### src/rtl/datapath_seq_pkg.sv
// datapath_seq_pkg: shared widths, sequencer states, opcode constants and halt decode
// Imported by the interface, the program buffer and the sequencer top.
package datapath_seq_pkg;
   localparam int ISIZE = 16;
   localparam int DSIZE = 16;
   localparam int DEPTH = 16;
   localparam int AW = 4;
   localparam int ISSUE_CYCLES = 2;
   localparam int CW = $clog2(ISSUE_CYCLES + 1);
   localparam logic [3:0] HALT_OP = 4'hF;
   localparam logic [ISIZE-1:0] NOP_INSTR = 16'h0000;
   typedef enum logic [1:0] {IDLE, INIT, RUN} state_t;
   function automatic logic is_halt(input logic [ISIZE-1:0] w);
      return w[ISIZE-1 -: 4] == HALT_OP;
   endfunction
endpackage

### src/rtl/datapath_seq_if.sv
// datapath_seq_if: host and datapath signals of the program sequencer
// host side: prog_we/prog_addr/prog_data, init_valid/init_data/init_ready,
//            start, abort, busy, done, err, pc, result, result_valid
// datapath side: Instruction, InitSel, DataInit out; ALUOut in
// slave = sequencer, master = host/datapath environment
interface datapath_seq_if;
   import datapath_seq_pkg::*;
   logic             prog_we;
   logic [AW-1:0]    prog_addr;
   logic [ISIZE-1:0] prog_data;
   logic             init_valid;
   logic [DSIZE-1:0] init_data;
   logic             init_ready;
   logic             start;
   logic             abort;
   logic             busy;
   logic             done;
   logic             err;
   logic [AW-1:0]    pc;
   logic [ISIZE-1:0] Instruction;
   logic             InitSel;
   logic [DSIZE-1:0] DataInit;
   logic [DSIZE-1:0] ALUOut;
   logic [DSIZE-1:0] result;
   logic             result_valid;
   modport slave (
      input  prog_we, prog_addr, prog_data, init_valid, init_data, start, abort, ALUOut,
      output init_ready, busy, done, err, pc, Instruction, InitSel, DataInit, result, result_valid
   );
   modport master (
      output prog_we, prog_addr, prog_data, init_valid, init_data, start, abort, ALUOut,
      input  init_ready, busy, done, err, pc, Instruction, InitSel, DataInit, result, result_valid
   );
endinterface

### src/rtl/datapath_seq_buf.sv
// datapath_seq_buf: DEPTH x ISIZE program store, one sync write port, one async read port, no reset
// clk; we_i/waddr_i/wdata_i write port; raddr_i -> rdata_o combinational read
module datapath_seq_buf
   import datapath_seq_pkg::*;
(
   input  logic             clk,
   input  logic             we_i,
   input  logic [AW-1:0]    waddr_i,
   input  logic [ISIZE-1:0] wdata_i,
   input  logic [AW-1:0]    raddr_i,
   output logic [ISIZE-1:0] rdata_o
);
   logic [ISIZE-1:0] mem_q [DEPTH];
   always_ff @(posedge clk)
      if (we_i) mem_q[waddr_i] <= wdata_i;
   assign rdata_o = mem_q[raddr_i];
endmodule

### src/rtl/datapath_seq.sv
// datapath_seq: program sequencer that preloads and then steps the 16-bit datapath
// clk: rising-edge clock; reset: asynchronous active-low
// bus (slave): host program/init/run control and status, datapath drive and ALUOut capture
module datapath_seq
   import datapath_seq_pkg::*;
(
   input  logic           clk,
   input  logic           reset,
   datapath_seq_if.slave  bus
);
   state_t           state_q, state_d;
   logic [CW-1:0]    hold_q, hold_d;
   logic [AW-1:0]    pc_q, pc_d;
   logic [ISIZE-1:0] instr_q, instr_d;
   logic             isel_q, isel_d;
   logic [DSIZE-1:0] dinit_q, dinit_d;
   logic [DSIZE-1:0] res_q, res_d;
   logic             rv_q, rv_d;
   logic             done_q, done_d;
   logic             err_q, err_d;
   logic             busy_q;
   logic             buf_we;
   logic [AW-1:0]    raddr;
   logic [ISIZE-1:0] rdata;
   logic [ISIZE-1:0] nxt_w;
   logic             hold_end;
   logic             last;

   assign buf_we   = bus.prog_we && state_q == IDLE;
   // in IDLE the next word is entry 0 (for start), in RUN it is the successor of pc
   assign raddr    = state_q == RUN ? pc_q + 1'b1 : '0;
   // a write landing on the word being fetched must be seen by a start in the same cycle
   assign nxt_w    = (buf_we && bus.prog_addr == raddr) ? bus.prog_data : rdata;
   assign hold_end = hold_q == CW'(ISSUE_CYCLES - 1);
   assign last     = pc_q == AW'(DEPTH - 1);

   datapath_seq_buf u_buf (
      .clk    (clk),
      .we_i   (buf_we),
      .waddr_i(bus.prog_addr),
      .wdata_i(bus.prog_data),
      .raddr_i(raddr),
      .rdata_o(rdata)
   );

   always_comb begin
      state_d = state_q;
      hold_d  = hold_q;
      pc_d    = pc_q;
      instr_d = instr_q;
      isel_d  = isel_q;
      dinit_d = dinit_q;
      res_d   = res_q;
      rv_d    = 1'b0;
      done_d  = 1'b0;
      err_d   = err_q;
      if (bus.abort) begin
         state_d = IDLE;
         instr_d = NOP_INSTR;
         isel_d  = 1'b0;
         dinit_d = '0;
      end else begin
         case (state_q)
            IDLE: begin
               if (bus.init_valid) begin
                  state_d = INIT;
                  isel_d  = 1'b1;
                  dinit_d = bus.init_data;
                  hold_d  = '0;
               end else if (bus.start) begin
                  err_d  = 1'b0;
                  pc_d   = '0;
                  hold_d = '0;
                  if (is_halt(nxt_w)) done_d = 1'b1;
                  else begin
                     state_d = RUN;
                     instr_d = nxt_w;
                  end
               end
            end
            INIT: begin
               if (hold_end) begin
                  state_d = IDLE;
                  isel_d  = 1'b0;
                  dinit_d = '0;
               end else hold_d = hold_q + 1'b1;
            end
            RUN: begin
               if (!hold_end) hold_d = hold_q + 1'b1;
               else begin
                  res_d  = bus.ALUOut;
                  rv_d   = 1'b1;
                  hold_d = '0;
                  // running off the end of the buffer without a HALT is an overrun
                  if (last || is_halt(nxt_w)) begin
                     err_d   = err_q | last;
                     done_d  = 1'b1;
                     instr_d = NOP_INSTR;
                     state_d = IDLE;
                  end else begin
                     pc_d    = pc_q + 1'b1;
                     instr_d = nxt_w;
                  end
               end
            end
            default: state_d = IDLE;
         endcase
      end
   end

   always_ff @(posedge clk or negedge reset) begin
      if (!reset) begin
         state_q <= IDLE;
         hold_q  <= '0;
         pc_q    <= '0;
         instr_q <= NOP_INSTR;
         isel_q  <= 1'b0;
         dinit_q <= '0;
         res_q   <= '0;
         rv_q    <= 1'b0;
         done_q  <= 1'b0;
         err_q   <= 1'b0;
         busy_q  <= 1'b0;
      end else begin
         state_q <= state_d;
         hold_q  <= hold_d;
         pc_q    <= pc_d;
         instr_q <= instr_d;
         isel_q  <= isel_d;
         dinit_q <= dinit_d;
         res_q   <= res_d;
         rv_q    <= rv_d;
         done_q  <= done_d;
         err_q   <= err_d;
         busy_q  <= state_d != IDLE;
      end
   end

   assign bus.init_ready   = state_q == IDLE;
   assign bus.busy         = busy_q;
   assign bus.done         = done_q;
   assign bus.err          = err_q;
   assign bus.pc           = pc_q;
   assign bus.Instruction  = instr_q;
   assign bus.InitSel      = isel_q;
   assign bus.DataInit     = dinit_q;
   assign bus.result       = res_q;
   assign bus.result_valid = rv_q;
endmodule

### src/flat_wrapper.sv
// flat-port wrapper written by rule: the top's interface ports become plain ports
module datapath_seq_flat import datapath_seq_pkg::*;
  (clk, reset, bus_prog_we, bus_prog_addr, bus_prog_data, bus_init_valid, bus_init_data, bus_start, bus_abort, bus_ALUOut, bus_init_ready, bus_busy, bus_done, bus_err, bus_pc, bus_Instruction, bus_InitSel, bus_DataInit, bus_result, bus_result_valid);
  datapath_seq_if bus_i ();
  input  logic clk;
  input  logic reset;
  input wire logic [$bits(bus_i.prog_we)-1:0] bus_prog_we;
  input wire logic [$bits(bus_i.prog_addr)-1:0] bus_prog_addr;
  input wire logic [$bits(bus_i.prog_data)-1:0] bus_prog_data;
  input wire logic [$bits(bus_i.init_valid)-1:0] bus_init_valid;
  input wire logic [$bits(bus_i.init_data)-1:0] bus_init_data;
  input wire logic [$bits(bus_i.start)-1:0] bus_start;
  input wire logic [$bits(bus_i.abort)-1:0] bus_abort;
  input wire logic [$bits(bus_i.ALUOut)-1:0] bus_ALUOut;
  output wire logic [$bits(bus_i.init_ready)-1:0] bus_init_ready;
  output wire logic [$bits(bus_i.busy)-1:0] bus_busy;
  output wire logic [$bits(bus_i.done)-1:0] bus_done;
  output wire logic [$bits(bus_i.err)-1:0] bus_err;
  output wire logic [$bits(bus_i.pc)-1:0] bus_pc;
  output wire logic [$bits(bus_i.Instruction)-1:0] bus_Instruction;
  output wire logic [$bits(bus_i.InitSel)-1:0] bus_InitSel;
  output wire logic [$bits(bus_i.DataInit)-1:0] bus_DataInit;
  output wire logic [$bits(bus_i.result)-1:0] bus_result;
  output wire logic [$bits(bus_i.result_valid)-1:0] bus_result_valid;
  assign bus_i.prog_we = bus_prog_we;
  assign bus_i.prog_addr = bus_prog_addr;
  assign bus_i.prog_data = bus_prog_data;
  assign bus_i.init_valid = bus_init_valid;
  assign bus_i.init_data = bus_init_data;
  assign bus_i.start = bus_start;
  assign bus_i.abort = bus_abort;
  assign bus_i.ALUOut = bus_ALUOut;
  assign bus_init_ready = bus_i.init_ready;
  assign bus_busy = bus_i.busy;
  assign bus_done = bus_i.done;
  assign bus_err = bus_i.err;
  assign bus_pc = bus_i.pc;
  assign bus_Instruction = bus_i.Instruction;
  assign bus_InitSel = bus_i.InitSel;
  assign bus_DataInit = bus_i.DataInit;
  assign bus_result = bus_i.result;
  assign bus_result_valid = bus_i.result_valid;
  datapath_seq u_core (.clk(clk), .reset(reset), .bus(bus_i));
endmodule
### config.mk
export PLATFORM = sky130hd
export DESIGN_NAME = datapath_seq_flat
export DESIGN_NICKNAME = d
export VERILOG_FILES = /design/src/rtl/datapath_seq_pkg.sv /design/src/rtl/datapath_seq_if.sv /design/src/rtl/datapath_seq_buf.sv /design/src/rtl/datapath_seq.sv /design/src/flat_wrapper.sv
export SDC_FILE = /design/constraint.sdc
export NUM_CORES = 1
export LEC_CHECK = 0
export CORE_MARGIN = 2
export CORE_UTILIZATION = 52
export CTS_BUF_LIST = sky130_fd_sc_hd__clkbuf_16
export DETAILED_ROUTE_END_ITERATION = 8
export MAX_ROUTING_LAYER = met4
export PLACE_DENSITY = 0.87
export SLEW_MARGIN = 20
export SYNTH_ARGS = -nofsm -noshare
export SYNTH_HDL_FRONTEND = slang
export SYNTH_SLANG_ARGS = --single-unit
### constraint.sdc
create_clock -name clk -period 3.15 [get_ports clk]
set_input_delay 0.945 -clock clk [delete_from_list [all_inputs] [get_ports clk]]
set_output_delay 0.945 -clock clk [all_outputs]
set_load 0.005 [all_outputs]
==> GITHUB_STEP_SUMMARY, run 1 <==
### Metrics collected by this job

| Metric | Value |
|---|---|
| Status | finished, violations left |
| Failing checks | negative setup slack |
| Routed len/inst | 23.4 um |
| Met3 Wirelength | 3580 um |
| YS chip area | 0.0129 mm^2 |
| Sw Share | 0.231 |
| FFs w/ async S/R, synth | 0.192 |
| First-pass GRT wire length | 51,500 um |
| DRC Markers | 0 |
| R2r worst-path depth | 14 |
| DP HPWL | 20,400 um |
| Signal buffers | 227 |
| Clock sinks | 317 |
| Worst setup SP type | flop |
| Final hold viol count | 0 |
| WP buf/inv | 4 |
| H-tree depth | 1 |
| Synth Instances | 923 |
| Tool warnings | 31 |
| Clk buf depth | 3 |
| ClkCell Share | 0.0608 |
| Critical path cell sequence | ha_4, xor2_4, buf_6, and3_4, o2111ai_4, o32a_1, a22oi_2, nor4_4, nor2b_2, buf_4, a22oi_2, buf_4, clkbuf_16, o2bb2ai_1 |
| Comb/total area | 0.220 |
| Crit path kind | reg2reg |
| Netlist cell types | 53 |
| Crit. path cell count | 14 |
| PD cells | 569 mW/mm^2 |
| Met1 usage | 0.337 |
| Final setup margin | -0.00789 ns |
| Final hold slack | 0.422 ns |
| Antenna cells | 0 |
| Max cap viols | 0 |
| Syn_area_per_cell | 13.9 um^2 |
| Max stage delay cell, worst path | dfrtp_4 |
| WL met2 | 16,800 um |
| Fin util | 0.676 |
| Mapped Area | 0.0129 mm^2 |
| PortBufs | 115 |
| Final period util | 1.00 |
| Initial antenna violation count | 0 |
| Total gr overflow | 0 |
| Setup violators final | 5 |
| Iter 0 DRT Violations | 1,365 |
| Metal1 wirelength | 12,900 um |
| Seq share, synth | 0.716 |
| Buffering overhead | 0.130 |
| Clock transition at the registers of the reported paths | 0.06 ns |
| Comb group | 992 uW |
| Leak | 0.00588 uW |
| Registers | 317 |
| Inverters | 13 |
| Via density | 6.26 |
| Combinational Gates | 530 |
| Layout area overhead | 27.6% |
| Top cells, area | edfxtp_1 (60%), dfrtp_1 (12%), nand2_1 (5.1%) |
| Internal Power | 7190 uW |
| Ys flops | 317 |
| Flip-flops with a built-in enable | 256 |
| Fillers | 1,527 |
| Clock period minus worst slack | 3.16 ns |
| Reg power frac | 0.506 |
| Critical path required time | 3.60 ns |
| Clock buf count | 31 |
| Largest net degree at the start of global routing | 49 |
| Vias in the first global route | 9,108 |
| Worst-Margin Slew | 0.731 ns |
| Fmax | 0.317 GHz |
| Register Area | 0.00922 mm^2 |
| Die area | 0.0260 mm^2 |
| Nets | 1,185 |
| Slew HR | 0.511 |
| Top pwr grp | sequential cells |
| DRT antenna net count | 0 |
| First-pass DRT Iterations | 5 |
[run 1: path summary, 6_finish.rpt]
| check | to | from | slack, ns |
|---|---|---|---|
| min reg2reg | u_core.bus.result[7]$_DFFE_PN0P_ | u_core.bus.result[7]$_DFFE_PN0P_ | 0.47 |
| max | u_core.bus.Instruction[10]$_DFFE_PN0P_ | u_core.bus.pc[0]$_DFFE_PN0P_ | -0.008 |
| max reg2reg | u_core.bus.Instruction[10]$_DFFE_PN0P_ | u_core.bus.pc[0]$_DFFE_PN0P_ | -0.008 |
| max in group asynchronous | u_core.bus.Instruction[0]$_DFFE_PN0P_ | reset | 2.04 |
| min | u_core.bus.result[13]$_DFFE_PN0P_ | reset | 0.42 |
| min in group clk | u_core.bus.result[7]$_DFFE_PN0P_ | u_core.bus.result[7]$_DFFE_PN0P_ | 0.47 |
[run 1: placed cells by master, fill, tap and decap left out, drive strengths merged, types with 2 or more instances in the layout]
cell type / count
clkinvlp: 2
o22ai: 4
o32a: 4
a21oi: 18
inv: 22
xnor2: 2
or3: 2
nor3b: 4
clkbuf: 32
edfxtp: 256
a211oi: 47
nor3: 19
xor2: 2
mux2: 10
a311oi: 39
a22oi: 9
o2bb2ai: 16
o21ai: 10
ha: 7
nand3: 13
nor2: 20
nor2b: 29
a22o: 16
o2111ai: 2
nand2: 176
clkdlybuf4s50: 114
mux2i: 13
bufinv: 3
a221oi: 28
buf: 111
nand2b: 5
a31oi: 17
a32o: 2
o311a: 2
clkinv: 12
dfrtp: 61
and2: 3
nand3b: 2
[run 1: logic make-up after synthesis]
family,share of synthesized area
AOI/OAI and AO/OA,0.134
adders and majority gates,0.00681
muxes,0.0198
xor gates and xnor gates,0.00389
buffers and inverters,0.0237
DFF,0.716
and+or+nand+nor,0.0962
[run 1: sequential cells by signal, summed over array words and instances (netlist names)]
signal	count
u_core.bus.pc	4
u_core.bus.result_valid	1
u_core.bus.InitSel	1
u_core.bus.result	16
u_core.state_q	2
u_core.bus.busy	1
u_core.u_buf.mem_q	256
u_core.hold_q	2
u_core.bus.DataInit	16
u_core.bus.done	1
u_core.bus.Instruction	16
u_core.bus.err	1
[run 1: through the flow]
stage / TNS (ns) / setup slack [ns] / std cells
5_1_grt: -1.42 / -0.107 / 1468
2_1_floorplan: 0 / 0.00388 / 923
3_3_place_gp: -7.52 / -0.357 / 1398
3_5_place_dp: -9.71 / -0.489 / 1398
6_report: -0.0249 / -0.00789 / 1468
4_1_cts: 0 / 0.0125 / 1467
[run 1: timing repair]
| item | CTS | global route |
|---|---|---|
| gates cloned | 2 | 0 |
| pin swaps | 8 | 12 |
| setup buffers | 10 | 3 |
| endpoints found under the setup margin | 22 | 23 |
| gates resized | 21 | 26 |
[run 1: synthesized netlist by cell type (all sizes together), types with 10 or more instances]
cell type and number:
a311oi 39, edfxtp 256, mux2i 13, mux2 10, o21ai 10, a211oi 47, clkbuf 45, a221oi 28
nand3 13, buf 18, a21oi 18, a31oi 17, a22o 16, dfrtp 61, nand2 176, nor2b 29
nor2 20, nor3 19, o2bb2ai 16, inv 12
==> run_1/power_grid.png <==
Drawn at 3 px/um. Pins as bars on the die edge. Tap cells in grey.
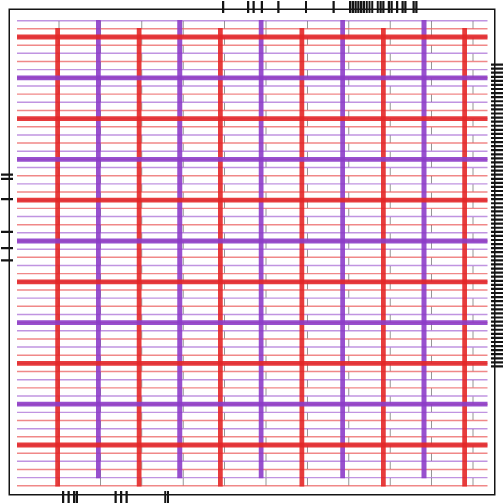
[VSS] red
[VDD] purple
signal pins: 116
tap cells: 324
Die Ht: 161 um
Die Width: 161 um
core footprint: 0.0243 mm^2
Max VDD drop: 0.475 mV

==> run_1/placement_by_type.png <==
Drawn at 3 px/um. Fill, decap, tap and diode cells in grey.
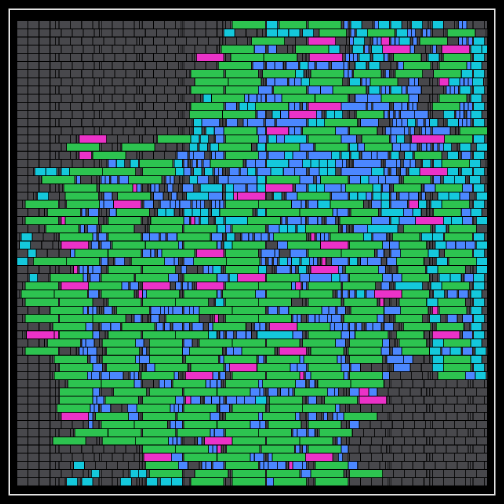
[combinational and other logic] blue | cells: 543
[clock drivers and dummy loads] magenta | cells: 57
[flops] green | cells: 317
[other buffers and delay cells] cyan | cells: 227
design area: 0.0164 mm^2
fraction of area in registers: 0.561
FP Rows: 57

==> run_1/clk_routes.png <==
Drawn at 2 px/um.
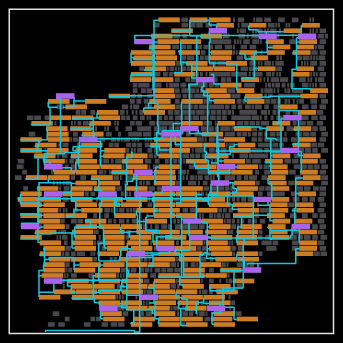
[clock drivers] purple | count: 31
[clock wires] cyan | length: 3,370 um
[flip-flops] orange | count: 317
routed clock nets: 32
flops lie: spread over the die
skew final: 0.0212 ns
clock latency on the worst-skew pair: 0.58 ns
clock share of power: 0.388

==> run_1/congestion.png <==
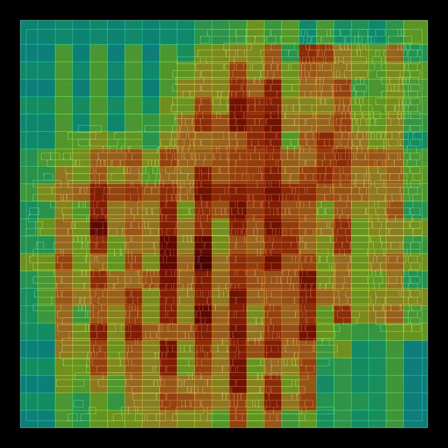

--- run 2 (diff from run 1) ---
--- a/config.mk
+++ b/config.mk
@@ -11,6 +11,7 @@
 export DETAILED_ROUTE_END_ITERATION = 8
 export MAX_ROUTING_LAYER = met4
 export PLACE_DENSITY = 0.87
+export SETUP_SLACK_MARGIN = 0.3
 export SLEW_MARGIN = 20
 export SYNTH_ARGS = -nofsm -noshare
 export SYNTH_HDL_FRONTEND = slang
==> run_2/congestion.png <==
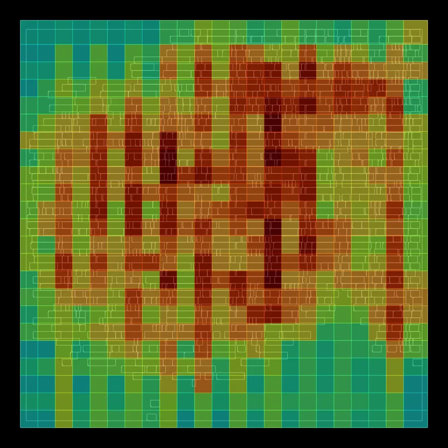
fin util: 0.674
busiest grt layer: met2
GRT Overall Usage: 0.267

==> GITHUB_STEP_SUMMARY, run 2 <==
### Metrics collected by this job

| Metric | Value |
|---|---|
| Status | finished, violations left |
| Failing checks | negative setup slack |
| Layout Cells excl Fill | 1,459 |
| Final period util | 1.06 |
| Max VDD drop | 0.493 mV |
| Initial antenna violation count | 0 |
| Total gr overflow | 0 |
| DRT antenna net count | 0 |
| Die Ht | 161 um |
| RSZ-0062 raised after global routing | true |
| Crit. End Element | flop |
| Top cells, area | edfxtp_1 (60%), dfrtp_1 (12%), nand2_1 (5.1%) |
| YS chip area | 0.0129 mm^2 |
| Iter 0 DRT Violations | 1,311 |
| Netlist cell types | 53 |
| Clock sinks | 317 |
| Seq share, synth | 0.716 |
| Crit path kind | reg2reg |
| Tool warnings | 34 |
| Layout area overhead | 27.4% |
| Yosys top cell by area | edfxtp_1 |
| Clk buf depth | 3 |
| Most numerous logic cells after layout | edfxtp_1 (256), nand2_1 (173), clkdlybuf4s50_1 (112) |
| Worst-Margin Slew | 0.770 ns |
| Clock transition at the registers of the reported paths | 0.07 ns |
| First-pass DRT Iterations | 6 |
| Most frequent logic cell in the layout | edfxtp_1 |
| Die Width | 161 um |
| Largest net degree at the start of global routing | 56 |
| Mapped Area | 0.0129 mm^2 |
| Hold_buf cts | 0 |
| Core footprint | 0.0243 mm^2 |
| Syn_area_per_cell | 13.9 um^2 |
| DP HPWL | 20,400 um |
| PortBufs | 115 |
| Pins over their slew limit | 0 |
| Die area | 0.0260 mm^2 |
| Top-count cell post-synth | edfxtp_1 |
| First-pass GRT wire length | 51,700 um |
| Most flop-heavy register | u_core.u_buf.mem_q |
| Setup violators final | 22 |
| FFs w/ async S/R, synth | 0.192 |
| Share of cells above drive strength 1 | 0.184 |
| Via density | 6.29 |
| Synth Instances | 923 |
| Skew final | 0.0173 ns |
| Flip-flops with a built-in enable | 256 |
| Max cap viols | 0 |
| Antenna cells | 0 |
| FP Rows | 57 |
| Reg2Reg Setup Slack | -0.20 ns |
| Final hold viol count | 0 |
| Fmax | 0.299 GHz |
| Yosys warnings | 0 |
| H-tree depth | 1 |
| Final setup margin | -0.197 ns |
| Clock period minus worst slack | 3.35 ns |
| CTS Buf Count | 30 |
| Worst setup SP type | flop |
| Ys flops | 317 |
| Syn Nets | 988 |
| Leak | 0.00586 uW |
| Fillers | 1,515 |
| Cell count after placement | 1,393 |
| DRC Markers | 0 |
| Vias | 9,180 |
| Slew HR | 0.485 |
| Critical path required time | 3.59 ns |
| Vias in the first global route | 9,050 |
| Number of flip-flops in the largest register | 256 |
| PD cells | 567 mW/mm^2 |
| Synth top cells by count | edfxtp_1 (256), nand2_1 (176), dfrtp_1 (61), a211oi_1 (47), clkbuf_1 (45) |
| Synth Flop Type | edfxtp_1 |
| Nets | 1,176 |
| Routed len/inst | 23.5 um |
==> run_2/clk_routes.png <==
Drawn at 2 px/um.
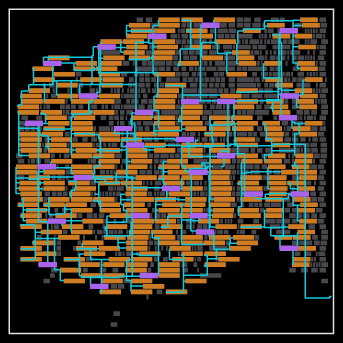
[clock wires] cyan | length: 3,230 um
[flip-flops] orange | count: 317
[clock drivers] purple | count: 30
routed clock nets: 31
clock share of power: 0.385
clock latency on the worst-skew pair: 0.56 ns

==> run 2: cell types whose count changed in the layout (fill, tap and decap cells not counted), moves of 3 or more <==
cell / previous run / this run
clkinvlp_4: 1 / 4
a211oi_2: 9 / 3
a211oi_1: 38 / 42
buf_4: 100 / 91
buf_8: 0 / 3
==> run 2: cells by family after synthesis <==
kind of cell             Yosys count  share of synthesized area
buffers and inverters             76                     0.0237
XOR/XNOR                           4                    0.00389
flip-flops                       317                      0.716
AND-OR/OR-AND                    219                      0.134
AND/OR/NAND/NOR                  277                     0.0962
multiplexers                      23                     0.0198
adder cells (fa/ha/maj)            7                    0.00681
==> run 2: timing repair <==
action / CTS / global route
setup buffers: 4 / 5
pin swaps: 13 / 7
gates cloned: 0 / 1
endpoints found under the setup margin: 25 / 25
gates resized: 37 / 13
==> run 2: area by class of cell <==
cell class	count	area (um^2)	share of cell area
Inverter	13	48.8	0.00298
Sequential cell	317	9220	0.562
Tap cell	324	405	0.0247
Timing Repair Buffer	219	2070	0.126
Multi-Input combinational cell	530	3660	0.223
Clock buffer	30	751	0.0458
Clock inverter	26	241	0.0147
==> run 2: final timing paths <==
path,from,endpoint,cells after the start
max in group asynchronous,reset,u_core.bus.result[7]$_DFFE_PN0P_,2
worst max register to register,u_core.state_q[0]$_DFF_PN0_,u_core.bus.busy$_DFF_PN0_,12
worst min-delay path,reset,u_core.bus.result[3]$_DFFE_PN0P_,1
worst max-delay path,u_core.state_q[0]$_DFF_PN0_,u_core.bus.busy$_DFF_PN0_,12
min in group clk,u_core.bus.result[2]$_DFFE_PN0P_,u_core.bus.result[2]$_DFFE_PN0P_,2
worst min register to register,u_core.bus.result[2]$_DFFE_PN0P_,u_core.bus.result[2]$_DFFE_PN0P_,2
==> run 2: stage by stage <==
step | cell area, um^2 | setup slack, ns | TNS, ns | hold slack (ns)
after floorplan | 12900 | 0.218 | 0 | 0.470
after global placement | 15000 | -0.354 | -5.94 | 0.456
after detailed placement | 15000 | -0.473 | -8.74 | 0.463
after CTS | 16200 | 0.144 | 0 | 0.398
after global routing | 16400 | -0.239 | -3.39 | 0.422
final | 16400 | -0.197 | -2.31 | 0.391
==> run 2: per-layer routing <==
metal | wire [um] | global-route usage
met1 | 12500 | 0.332
met2 | 16700 | 0.433
met3 | 3600 | 0.0529
met4 | 1580 | 0.112
met5 | 0 | -
==> run 2: power by group <==
| part | internal (uW) | total, uW | switching, uW |
|---|---|---|---|
| sequential | 4670 | 4740 | 68.4 |
| combinational | 466 | 986 | 520 |
| clock | 2060 | 3580 | 1510 |
==> run 2: worst max-delay path, cell delays in order (launching register included) <==
cell and delay [ns]:
dfrtp_1 0.40, inv_1 0.13, ha_4 0.18, nor2b_4 0.16, buf_12 0.16, nand2_1 0.13
a311oi_4 0.43, o32a_1 0.29, a22oi_2 0.10, nor4_4 0.52, nor2b_4 0.14, o311a_1 0.33
or2_1 0.23
No activity file was given, so power comes from the tool's default toggle rates.
